==> images/final_clocks.png <==
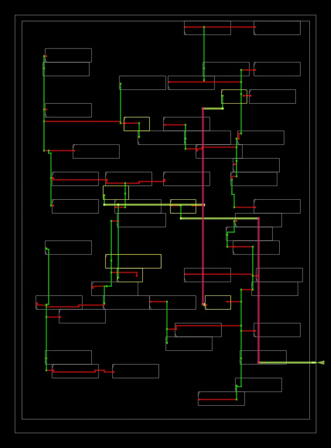
==> images/cell_classes.png <==
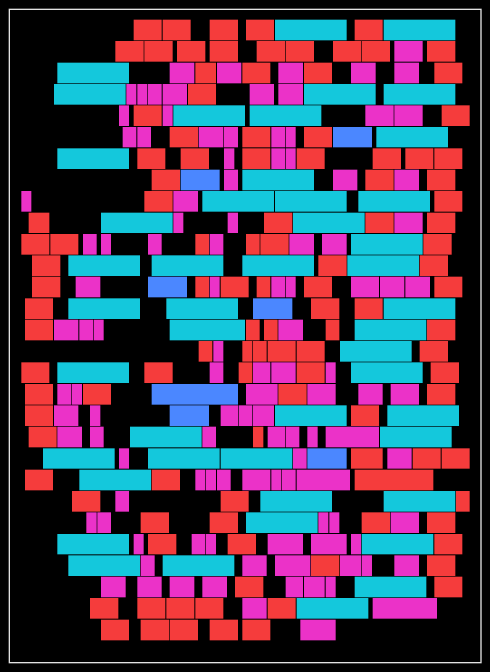
==> images/registers.png <==
Other sequential cells in the stronger gray, the rest of the logic in the fainter gray.
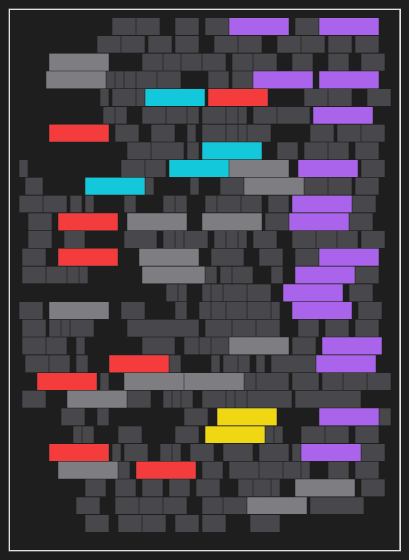
==> images/clock_map.png <==
Bar = 20 um.
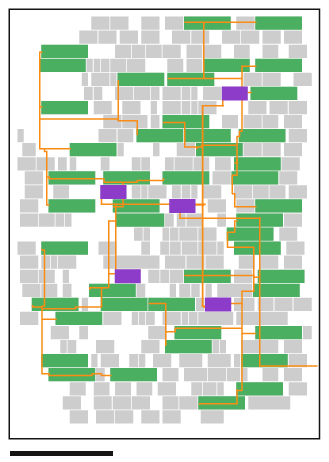
==> images/gate_families.png <==
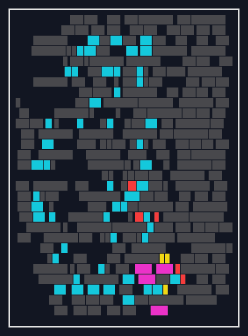
`config.mk`:
```
export PLATFORM = sky130hd
export DESIGN_NAME = mem_wrapper_access_arbiter
export DESIGN_NICKNAME = d
export VERILOG_FILES = /design/src/rtl/mem_wrapper_pkg.sv /design/src/rtl/mem_wrapper_rr_arbiter.sv /design/src/rtl/mem_wrapper_access_arbiter.sv
export SDC_FILE = /design/constraint.sdc
export NUM_CORES = 1
export LEC_CHECK = 0
export CAP_MARGIN = 40
export CORE_ASPECT_RATIO = 1.4
export CORE_MARGIN = 1
export CORE_UTILIZATION = 43
export DETAILED_ROUTE_END_ITERATION = 8
export GPL_TIMING_DRIVEN = 0
export PLACE_DENSITY = 0.85
export SYNTH_ARGS = -nofsm -noshare
export SYNTH_HDL_FRONTEND = slang
export SYNTH_SLANG_ARGS = --single-unit
```
`constraint.sdc`:
```
create_clock -name i_clk -period 4.4 [get_ports i_clk]
set_input_delay 0.88 -clock i_clk [delete_from_list [all_inputs] [get_ports i_clk]]
set_output_delay 0.88 -clock i_clk [all_outputs]
set_load 0.01 [all_outputs]
```
`src/rtl/mem_wrapper_pkg.sv`:
```
// ---------------------------------------------------------------------------
// mem_wrapper_pkg
// Shared definitions for the memory wrapper access path:
//   - arb_state_e : arbiter FSM states (IDLE / ISSUE / WAIT / RESP)
//   - MW_NBW_OP   : default operation code width
//   - OP_*        : operation codes shared with the channel controllers
// ---------------------------------------------------------------------------
package mem_wrapper_pkg;

  localparam int MW_NBW_OP = 4;

  typedef enum logic [1:0] {
    ST_IDLE  = 2'd0,
    ST_ISSUE = 2'd1,
    ST_WAIT  = 2'd2,
    ST_RESP  = 2'd3
  } arb_state_e;

  localparam logic [MW_NBW_OP-1:0] OP_NOP   = 4'h0;
  localparam logic [MW_NBW_OP-1:0] OP_READ  = 4'h1;
  localparam logic [MW_NBW_OP-1:0] OP_WRITE = 4'h2;
  localparam logic [MW_NBW_OP-1:0] OP_ERASE = 4'h3;

endpackage

```
`src/rtl/mem_wrapper_rr_arbiter.sv`:
```
// ---------------------------------------------------------------------------
// mem_wrapper_rr_arbiter
// Combinational round-robin picker. The search starts at last_grant+1
// (mod N_CH) and returns the first requesting channel found.
// Ports:
//   req        in  N_CH   request vector
//   last_grant in  IDX_W  index of the previously granted channel
//   grant      out N_CH   one-hot winner (0 when no request)
//   grant_idx  out IDX_W  index of the winner (0 when no request)
// ---------------------------------------------------------------------------
module mem_wrapper_rr_arbiter #(
  parameter int N_CH  = 2,
  parameter int IDX_W = $clog2(N_CH)
) (
  input  logic [N_CH-1:0]  req,
  input  logic [IDX_W-1:0] last_grant,
  output logic [N_CH-1:0]  grant,
  output logic [IDX_W-1:0] grant_idx
);

  logic             found_s;
  int               cand_s;
  logic [IDX_W-1:0] cand_idx_s;

  // Rotating priority search; the first hit after last_grant wins.
  always_comb begin
    grant      = '0;
    grant_idx  = '0;
    found_s    = 1'b0;
    cand_s     = 0;
    cand_idx_s = '0;
    for (int k = 1; k <= N_CH; k++) begin
      cand_s     = (int'(last_grant) + k) % N_CH;
      cand_idx_s = IDX_W'(cand_s);
      if (!found_s && req[cand_idx_s]) begin
        found_s           = 1'b1;
        grant[cand_idx_s] = 1'b1;
        grant_idx         = cand_idx_s;
      end else begin
        found_s = found_s;
      end
    end
  end

endmodule

```
`src/rtl/mem_wrapper_access_arbiter.sv`:
```
// ---------------------------------------------------------------------------
// mem_wrapper_access_arbiter
// Shares one memory wrapper port among N_CH requesting channels. A request is
// granted round-robin, registered and issued with a one-cycle strobe; the
// grant is held until the memory answers, and the answer is routed back only
// to the granted channel as a one-cycle pulse.
//
// Optional feature macro: MEM_WRAPPER_ARB_TIMEOUT_EN
//   defined   : WAIT gives up after TIMEOUT_CYCLES cycles and answers the
//               granted channel with o_ch_err set and zero data.
//   undefined : WAIT waits indefinitely, o_ch_err is tied to 0.
//
// Ports (channel c occupies slice [c*W +: W] of each packed bus):
//   i_clk, i_rst_n     clock (rising edge), async active-low reset
//   i_ch_addr/data/op  per-channel request fields
//   i_ch_region        per-channel region (0 main array, 1 info block)
//   i_ch_op_valid      per-channel level request, held until response
//   o_ch_valid         one-cycle response pulse to the granted channel
//   o_ch_data          response data, 0 on non-granted slices
//   o_ch_err           timeout flag, qualified by o_ch_valid
//   o_grant            one-hot current grant, 0 in IDLE
//   o_busy             high whenever the FSM is not in IDLE
//   o_addr/data/op/region  registered request towards memory
//   o_op_valid         one-cycle issue strobe
//   i_valid, i_data    memory response
// ---------------------------------------------------------------------------
module mem_wrapper_access_arbiter
  import mem_wrapper_pkg::*;
#(
  parameter int NBW_DATA       = 8,
  parameter int NBW_OP         = MW_NBW_OP,
  parameter int N_CH           = 2,
  parameter int TIMEOUT_CYCLES = 255
) (
  input  logic                     i_clk,
  input  logic                     i_rst_n,
  input  logic [N_CH*NBW_DATA-1:0] i_ch_addr,
  input  logic [N_CH*NBW_DATA-1:0] i_ch_data,
  input  logic [N_CH*NBW_OP-1:0]   i_ch_op,
  input  logic [N_CH-1:0]          i_ch_region,
  input  logic [N_CH-1:0]          i_ch_op_valid,
  output logic [N_CH-1:0]          o_ch_valid,
  output logic [N_CH*NBW_DATA-1:0] o_ch_data,
  output logic [N_CH-1:0]          o_ch_err,
  output logic [N_CH-1:0]          o_grant,
  output logic                     o_busy,
  output logic [NBW_DATA-1:0]      o_addr,
  output logic [NBW_DATA-1:0]      o_data,
  output logic [NBW_OP-1:0]        o_op,
  output logic                     o_region,
  output logic                     o_op_valid,
  input  logic                     i_valid,
  input  logic [NBW_DATA-1:0]      i_data
);

  localparam int IDX_W = $clog2(N_CH);

  // Elaboration-time sanity checks on the configuration.
  if (N_CH < 2) begin : g_bad_nch
    $error("mem_wrapper_access_arbiter: N_CH must be at least 2");
  end
  if (TIMEOUT_CYCLES < 1) begin : g_bad_tmo
    $error("mem_wrapper_access_arbiter: TIMEOUT_CYCLES must be at least 1");
  end

  arb_state_e                state_r;
  logic [IDX_W-1:0]          last_grant_r;
  logic [N_CH-1:0]           pick_grant_s;
  logic [IDX_W-1:0]          pick_idx_s;
  logic [NBW_DATA-1:0]       sel_addr_s;
  logic [NBW_DATA-1:0]       sel_data_s;
  logic [NBW_OP-1:0]         sel_op_s;
  logic                      sel_region_s;
  logic [N_CH*NBW_DATA-1:0]  resp_data_s;

`ifdef MEM_WRAPPER_ARB_TIMEOUT_EN
  localparam int TMO_W = $clog2(TIMEOUT_CYCLES + 1);
  logic [TMO_W-1:0] tmo_cnt_r;
`else
  assign o_ch_err = '0;
`endif

  mem_wrapper_rr_arbiter #(
    .N_CH  (N_CH),
    .IDX_W (IDX_W)
  ) u_rr (
    .req        (i_ch_op_valid),
    .last_grant (last_grant_r),
    .grant      (pick_grant_s),
    .grant_idx  (pick_idx_s)
  );

  // One-hot mux of the winner's request fields (constant slices only).
  always_comb begin
    sel_addr_s   = '0;
    sel_data_s   = '0;
    sel_op_s     = '0;
    sel_region_s = 1'b0;
    for (int c = 0; c < N_CH; c++) begin
      if (pick_grant_s[c]) begin
        sel_addr_s   = i_ch_addr[c*NBW_DATA +: NBW_DATA];
        sel_data_s   = i_ch_data[c*NBW_DATA +: NBW_DATA];
        sel_op_s     = i_ch_op[c*NBW_OP +: NBW_OP];
        sel_region_s = i_ch_region[c];
      end else begin
        sel_addr_s = sel_addr_s;
      end
    end
  end

  // Response data lands only in the granted channel's slice.
  always_comb begin
    resp_data_s = '0;
    for (int c = 0; c < N_CH; c++) begin
      if (o_grant[c]) begin
        resp_data_s[c*NBW_DATA +: NBW_DATA] = i_data;
      end else begin
        resp_data_s[c*NBW_DATA +: NBW_DATA] = '0;
      end
    end
  end

  // Arbiter FSM; every output is registered here.
  always_ff @(posedge i_clk or negedge i_rst_n) begin
    if (!i_rst_n) begin
      state_r      <= ST_IDLE;
      last_grant_r <= IDX_W'(N_CH - 1);
      o_grant      <= '0;
      o_busy       <= 1'b0;
      o_addr       <= '0;
      o_data       <= '0;
      o_op         <= '0;
      o_region     <= 1'b0;
      o_op_valid   <= 1'b0;
      o_ch_valid   <= '0;
      o_ch_data    <= '0;
`ifdef MEM_WRAPPER_ARB_TIMEOUT_EN
      o_ch_err     <= '0;
      tmo_cnt_r    <= '0;
`endif
    end else begin
      case (state_r)
        ST_IDLE: begin
          if (|i_ch_op_valid) begin
            o_addr       <= sel_addr_s;
            o_data       <= sel_data_s;
            o_op         <= sel_op_s;
            o_region     <= sel_region_s;
            o_grant      <= pick_grant_s;
            last_grant_r <= pick_idx_s;
            o_op_valid   <= 1'b1;
            o_busy       <= 1'b1;
            state_r      <= ST_ISSUE;
          end else begin
            o_grant <= '0;
            o_busy  <= 1'b0;
            state_r <= ST_IDLE;
          end
        end
        ST_ISSUE: begin
          o_op_valid <= 1'b0;
`ifdef MEM_WRAPPER_ARB_TIMEOUT_EN
          tmo_cnt_r  <= '0;
`endif
          state_r    <= ST_WAIT;
        end
        ST_WAIT: begin
          if (i_valid) begin
            o_ch_valid <= o_grant;
            o_ch_data  <= resp_data_s;
            state_r    <= ST_RESP;
          end
`ifdef MEM_WRAPPER_ARB_TIMEOUT_EN
          else if (tmo_cnt_r == TMO_W'(TIMEOUT_CYCLES - 1)) begin
            // Last allowed WAIT cycle passed without an answer.
            o_ch_valid <= o_grant;
            o_ch_err   <= o_grant;
            o_ch_data  <= '0;
            state_r    <= ST_RESP;
          end else begin
            tmo_cnt_r <= tmo_cnt_r + TMO_W'(1);
          end
`else
          else begin
            state_r <= ST_WAIT;
          end
`endif
        end
        ST_RESP: begin
          // Always pass through IDLE so the finished channel can drop its request.
          o_ch_valid <= '0;
          o_ch_data  <= '0;
`ifdef MEM_WRAPPER_ARB_TIMEOUT_EN
          o_ch_err   <= '0;
`endif
          o_grant    <= '0;
          o_busy     <= 1'b0;
          state_r    <= ST_IDLE;
        end
        default: begin
          o_ch_valid <= '0;
          o_ch_data  <= '0;
          o_grant    <= '0;
          o_busy     <= 1'b0;
          o_op_valid <= 1'b0;
          state_r    <= ST_IDLE;
        end
      endcase
    end
  end

endmodule
```
==> impl_metrics.ini <==
; flow metrics
[run_status]
status = complete, no violations

[placement]
io_buffers = 96
gp_congestion = 0.705

[power_and_ir_drop]
powerDensity_nw_per_um2 = 651
leakagePower_nw = 1.34

[synth]
netlist_top_cells_count = dfrtp_1 (45), nor2_1 (23), a21oi_1 (22), a32oi_1 (21), buf_2 (10)
ys_types = 28
ys_area_um2 = 2000
edf_count = 0
ys_ff = 46

[critical_path]
cp_cell_sequence = clkdlybuf4s50_1
crit_fanout = 3
crit_type = flop to output port
cp-start-kind = flop
cp_top_family = buffers and inverters

[routing]
met2WireLength_um = 2780
m1WireLength_um = 2270

[floorplanning]
initial_core_util = 0.445
die_h_um = 82.8
dieWidth_um = 59.7

[cells_and_area]
area_growth_pct = 58.7
logic_area_um2 = 761
n_fill_cell = 338

[cts]
cts_resized = 0
cts_htree_levels = 2

[flow_run]
warnings = 29

[global_route]
grt_overflow = 0

[timing]
finalHoldViolCount = 0
rsz0062_at_grt = no
setup-tns-final_ns = 0
drv_slew = 0
Back to the opening pictures, final_clocks.png:
clock skew: 0.00457 ns
total CTS buffers: 5

Back to the opening pictures, cell_classes.png:
Key: flip-flops = cyan [cells 46]; all other logic = magenta [cells 111]; clock drivers and dummy loads = blue [cells 7]; other buffers and delay cells = red [cells 112]

Back to the opening pictures, registers.png:
Key: state_r = yellow [placed flops 2]; o_data = red [placed flops 8]; o_op = cyan [placed flops 4, where north]; o_ch_data = purple [placed flops 16]
Another 16 sequential cells are not colored.

Back to the opening pictures, clock_map.png:
Key: clock wires = orange [length 524 um]; cells driving clock nets = purple [count 5]; flip-flops = green [count 46]
There are 6 routed clock nets. Position of the flops: spread over the die.

Back to the opening pictures, gate_families.png:
Key: inverting AOI/OAI gates = cyan [cells 51]; inverters = yellow [cells 3]; NAND gates = red [cells 5]; adder and majority cells = magenta [cells 4]

state kept, by name, indices dropped and copies added, names as in the netlist, 2 cells and up:
name / cells
o_addr: 8
o_data: 8
o_ch_valid: 2
state_r: 2
o_ch_data: 16
o_op: 4
o_grant: 2
final timing paths:
check	cells after the start	slack, ns	from	endpoint
max	1	2.30	o_grant[0]	o_grant[0]
min	2	0.48	o_busy	o_busy
max reg2reg	5	2.73	state_r[0]	o_ch_data[0]
min reg2reg	2	0.48	o_busy	o_busy
max in group asynchronous	2	3.32	i_rst_n	o_op[0]
min in group asynchronous	1	0.57	i_rst_n	o_op_valid
cells in the final DEF, fill, tap and decap left out:
cell type,count
o22ai_1,1
a32oi_1,21
ha_1,4
a21boi_0,1
a21o_2,2
clkbuf_1,1
a22o_2,8
o31ai_1,1
a22o_1,8
buf_6,1
conb_1,2
a21boi_2,1
bufinv_16,1
dfrtp_1,45
clkdlybuf4s50_1,95
mux2i_4,1
nand2_1,3
o21ai_0,3
nor2_1,23
dfstp_2,1
nand2b_1,2
buf_16,1
clkbuf_8,6
a31oi_1,1
buf_4,2
a21oi_1,22
a32o_1,1
buf_1,1
o21a_1,1
nor3b_4,2
buf_2,11
inv_1,3
kinds of logic (layout without fill, tap and decap cells):
logic type | count (synthesis) | after routing | synth area share
buffers and inverters | 18 | 122 | 0.0474
adders and majority gates | 4 | 4 | 0.0250
other | 1 | 2 | 0.00187
DFF | 46 | 46 | 0.575
muxes | 1 | 1 | 0.0112
and+or+nand+nor | 30 | 30 | 0.0737
AOI/OAI and AO/OA | 71 | 71 | 0.266
where the power goes:
| group | switching, mW | total, mW | internal (mW) |
|---|---|---|---|
| Combinational | 0.474 | 1.03 | 0.559 |
| Sequential | 0.104 | 0.725 | 0.620 |
| Clock | 0.132 | 0.314 | 0.182 |
| Total | 0.711 | 2.07 | 1.36 |
final cells by class:
| class | count | area share |
|---|---|---|
| sequential | 46 | 0.362 |
| timing repair buffer | 97 | 0.309 |
| multi-input combinational | 108 | 0.239 |
| buffer | 15 | 0.0263 |
| clock buffer | 6 | 0.0260 |
| tap | 62 | 0.0244 |
| clock inverter | 1 | 0.00944 |
| inverter | 3 | 0.00354 |
routing by layer:
metal | vias up | GRT usage
li1 | 848 | -
met1 | 844 | 0.274
met5 | - | 0
met4 | 0 | 0.0977
met2 | 66 | 0.402
met3 | 7 | 0.0372
per-stage QoR:
stage	area (um^2)	hold slack (ns)	util	total power [mW]
after floorplan	2010	0.514	-	1.24
after global placement	3050	0.465	0.677	1.74
after detailed placement	3070	0.472	0.682	1.77
after CTS	3180	0.491	0.707	2.09
after global routing	3180	0.505	0.707	2.21
final	3180	0.484	0.707	2.07
Power and IR drop assume default switching activity.
